==> config.mk <==
export PLATFORM = sky130hd
export DESIGN_NAME = mic_window_ctrl
export DESIGN_NICKNAME = d
export VERILOG_FILES = /design/src/rtl/mic_window_ctrl.sv
export SDC_FILE = /design/constraint.sdc
export NUM_CORES = 1
export LEC_CHECK = 0
export ABC_AREA = 1
export CORE_UTILIZATION = 58
export CTS_BUF_LIST = sky130_fd_sc_hd__clkbuf_8
export CTS_CLUSTER_DIAMETER = 60
export DETAILED_ROUTE_END_ITERATION = 10
export PLACE_DENSITY = 0.82
export SLEW_MARGIN = 15
export SYNTH_ARGS = -nofsm -noshare
export SYNTH_HDL_FRONTEND = slang
export SYNTH_SLANG_ARGS = --single-unit
==> constraint.sdc <==
create_clock -name clk -period 2.2 [get_ports clk]
set_input_delay 0.22 -clock clk [delete_from_list [all_inputs] [get_ports clk]]
set_output_delay 0.22 -clock clk [all_outputs]
set_load 0.01 [all_outputs]
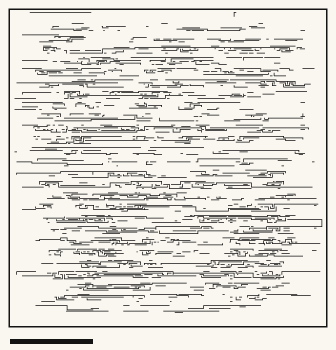
Fig. 1. The metal 1 layer.
The bar under the picture is 20 um long.
longest straight run: 37.3 um
wire length on this layer: 3360 um
aggregate routed wire length: 7.14 mm
grt met1 use: 35.4%
vias after detailed routing: 2776

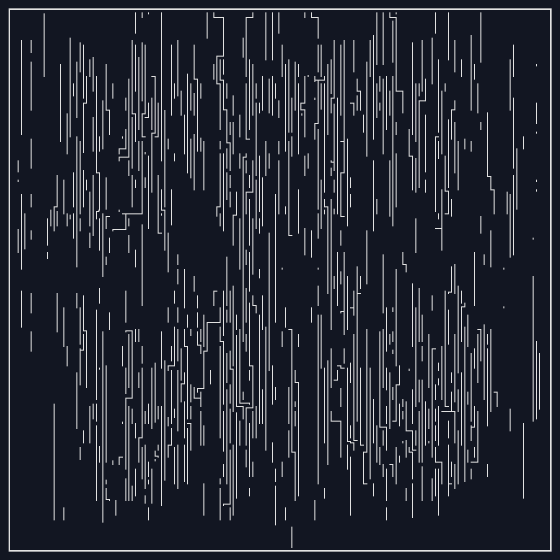
Fig. 2. M2 wires.
main direction: vertical
wire length on this layer: 3350 um
nets with wire on the layer: 391
longest straight run: 26.9 um
global-route track usage on met2: 42.2%

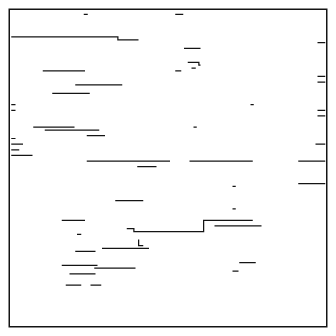
Fig. 3. Met3 routing.
longest straight run: 25.5 um
wire length on this layer: 282 um
met3 layer usage reported by global route: 5.63%

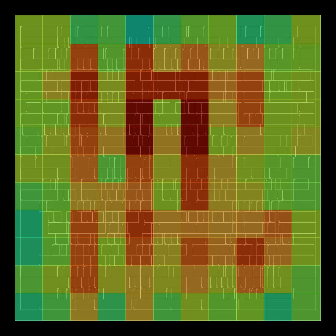
Fig. 4. Routing congestion map.
layer with the highest usage: met2
mean routed wirelength per cell: 13.5 um

==> flow_summary.json <==
{
  "run_status": "finished, final reports clean",
  "drv.max_cap_violation_count": 0,
  "cts_num_sinks": 58,
  "max_stage_delay_cell_worst_path": "sky130_fd_sc_hd__dfrtp_1",
  "cts_buffers": 9,
  "port_buffers": 34,
  "hpwl_mm": 5.20,
  "synth_area_um2": 3190,
  "worstPathArrival_ps": 1740,
  "num_io_pins": 35,
  "postPlaceCellArea_um2": 3610,
  "timing.final.hold_violations": 0,
  "top_cell_area_share_pct": 45.4,
  "total_leakage_power_nw": 1.84,
  "dieWidth_um": 76.2,
  "r2r.worst_path.cells": 13,
  "final_period_demand_of_the_worst_path_ps": 1960,
  "rows": 26,
  "clk_pin_slew_worst_paths_ps": 70,
  "vias_per_cell": 5.26,
  "reg2reg_setup_slack_ps": 390,
  "floorplan.nets": 440,
  "die_height_um": 76.2,
  "timing.final.crit_share_pct": 89.2,
  "largest_driver_fanout_on_the_critical_path": 3,
  "cellPowerDensity_nw_per_um2": 640,
  "worstSetupEndpointType": "output pin",
  "netlist_instances": 409,
  "cts.root.buffer_cell": "sky130_fd_sc_hd__clkbuf_8",
  "layout.cells.most_common_list": "sky130_fd_sc_hd__nand2_1, sky130_fd_sc_hd__dfrtp_1, sky130_fd_sc_hd__inv_1, sky130_fd_sc_hd__nor2_1, sky130_fd_sc_hd__clkdlybuf4s50_1",
  "ys_cells": 409,
  "ys.flops": 58,
  "worstPathRequired_ps": 1980,
  "clock_tree_from_tritoncts": "done",
  "first_iter_violations": 145,
  "grt_pass1_vias": 2638,
  "htree_num_levels": 3,
  "clock_latency_ps": 340,
  "final_slew_viol_count": 0,
  "remaining_drc_errors": 0,
  "grt_usage_pct": 26.7,
  "worst_path_dominant_cell_family": "simple AND/OR/NAND/NOR gates",
  "post_synth_main_area_contributors": "sky130_fd_sc_hd__dfrtp_1, sky130_fd_sc_hd__nand2_1, sky130_fd_sc_hd__inv_1, sky130_fd_sc_hd__ha_1, sky130_fd_sc_hd__nand3_1",
  "postSynthSeqShare_pct": 45.4,
  "critical_path.max_stage_delay_ps": 360,
  "largest_net_degree_at_the_start_of_global_routing": 32,
  "final.setup_skew_ps": 8.16,
  "cp_num_cells": 7,
  "finalPower_mw": 2.46,
  "nFillCells": 405,
  "critPathKind": "flip-flop to output pin",
  "clockBufferDepth": 2,
  "seqCellArea_um2": 1450,
  "antenna_cells_inserted": 0,
  "logic_area_um2": 1430,
  "cell_taking_the_most_area_after_synthesis": "sky130_fd_sc_hd__dfrtp_1",
  "die_area_um2": 5810,
  "number_of_antenna_violations_at_the_first_check_in_global_routing": 0,
  "library_cells_used_by_synthesis": 29,
  "timing.critical_path.buf_inv": 2,
  "cpMostUsedCell": "sky130_fd_sc_hd__nand2_1",
  "num-nets-final": 484,
  "fin_area_um2": 3840,
  "floorplanUtilization_pct": 61.4,
  "cp-start-kind": "flip-flop",
  "core_region_area_um2": 5200,
  "gp_congestion": 0.883,
  "synth.yosys.warnings": 0,
  "drtPass1Iterations": 4,
  "drive_above_1_share_pct": 8.73,
  "setup-violations-final": 0,
  "synth-area-yosys_um2": 3190
}
## logic make-up (layout without fill, tap and decap cells)
logic type / Yosys count / in the layout / synth area share [%]
simple gates: 217 / 217 / 30.7
buf+inv: 73 / 122 / 9.67
fa+ha+maj: 15 / 15 / 5.88
xor+xnor: 7 / 7 / 1.92
compound gates: 39 / 39 / 6.35
flops: 58 / 58 / 45.4
## what timing repair did
item	4_1_cts	5_1_grt
setup endpoints to repair	1	0
endpoints found under the hold margin	0	0
setup buffers	1	0
gates resized	1	0
## cells in the mapped netlist, drive strengths merged
cell / n
a21oi: 8
xnor2: 1
nor2: 40
o31ai: 2
nor4: 5
ha: 15
nand2: 107
inv: 64
and2: 2
nand3b: 1
dfrtp: 58
nand4: 13
xor2: 6
a21o: 1
buf: 9
nor3b: 1
nand3: 33
nor3: 15
o21ai: 28
## area by class of cell
type,count,area share [%]
clock buffers,9,3.23
well taps,70,2.28
repair buffers,42,10.4
multi-input cells,278,37.4
clock inverters,7,2.64
inverters,64,6.26
flip-flops and latches,58,37.8
## stage by stage
stage	setup slack, ps	util, %	hold slack, ps	std cells
global placement	222	69.3	450	511
global route	107	73.7	337	528
finish	237	73.7	291	528
detailed placement	143	69.3	458	511
floorplan	552	-	316	409
CTS	215	73.7	309	528
## layer usage
layer / vias to the layer above / global-route usage (%) / share of wire [%]
met3: 18 / 5.63 / 3.9
met1: 1293 / 35.4 / 47
li1: 1395 / - / -
met5: - / 0 / 0
met2: 70 / 42.2 / 47
met4: 0 / 11.7 / 2.0
## where the power goes
part           leakage, nW  total [mW]  switching, mW  internal, mW
registers            0.766        1.11         0.0189          1.09
logic                0.968       0.226          0.131        0.0953
clock network        0.106        1.12          0.473         0.647
No activity file was given, so power comes from the tool's default toggle rates.
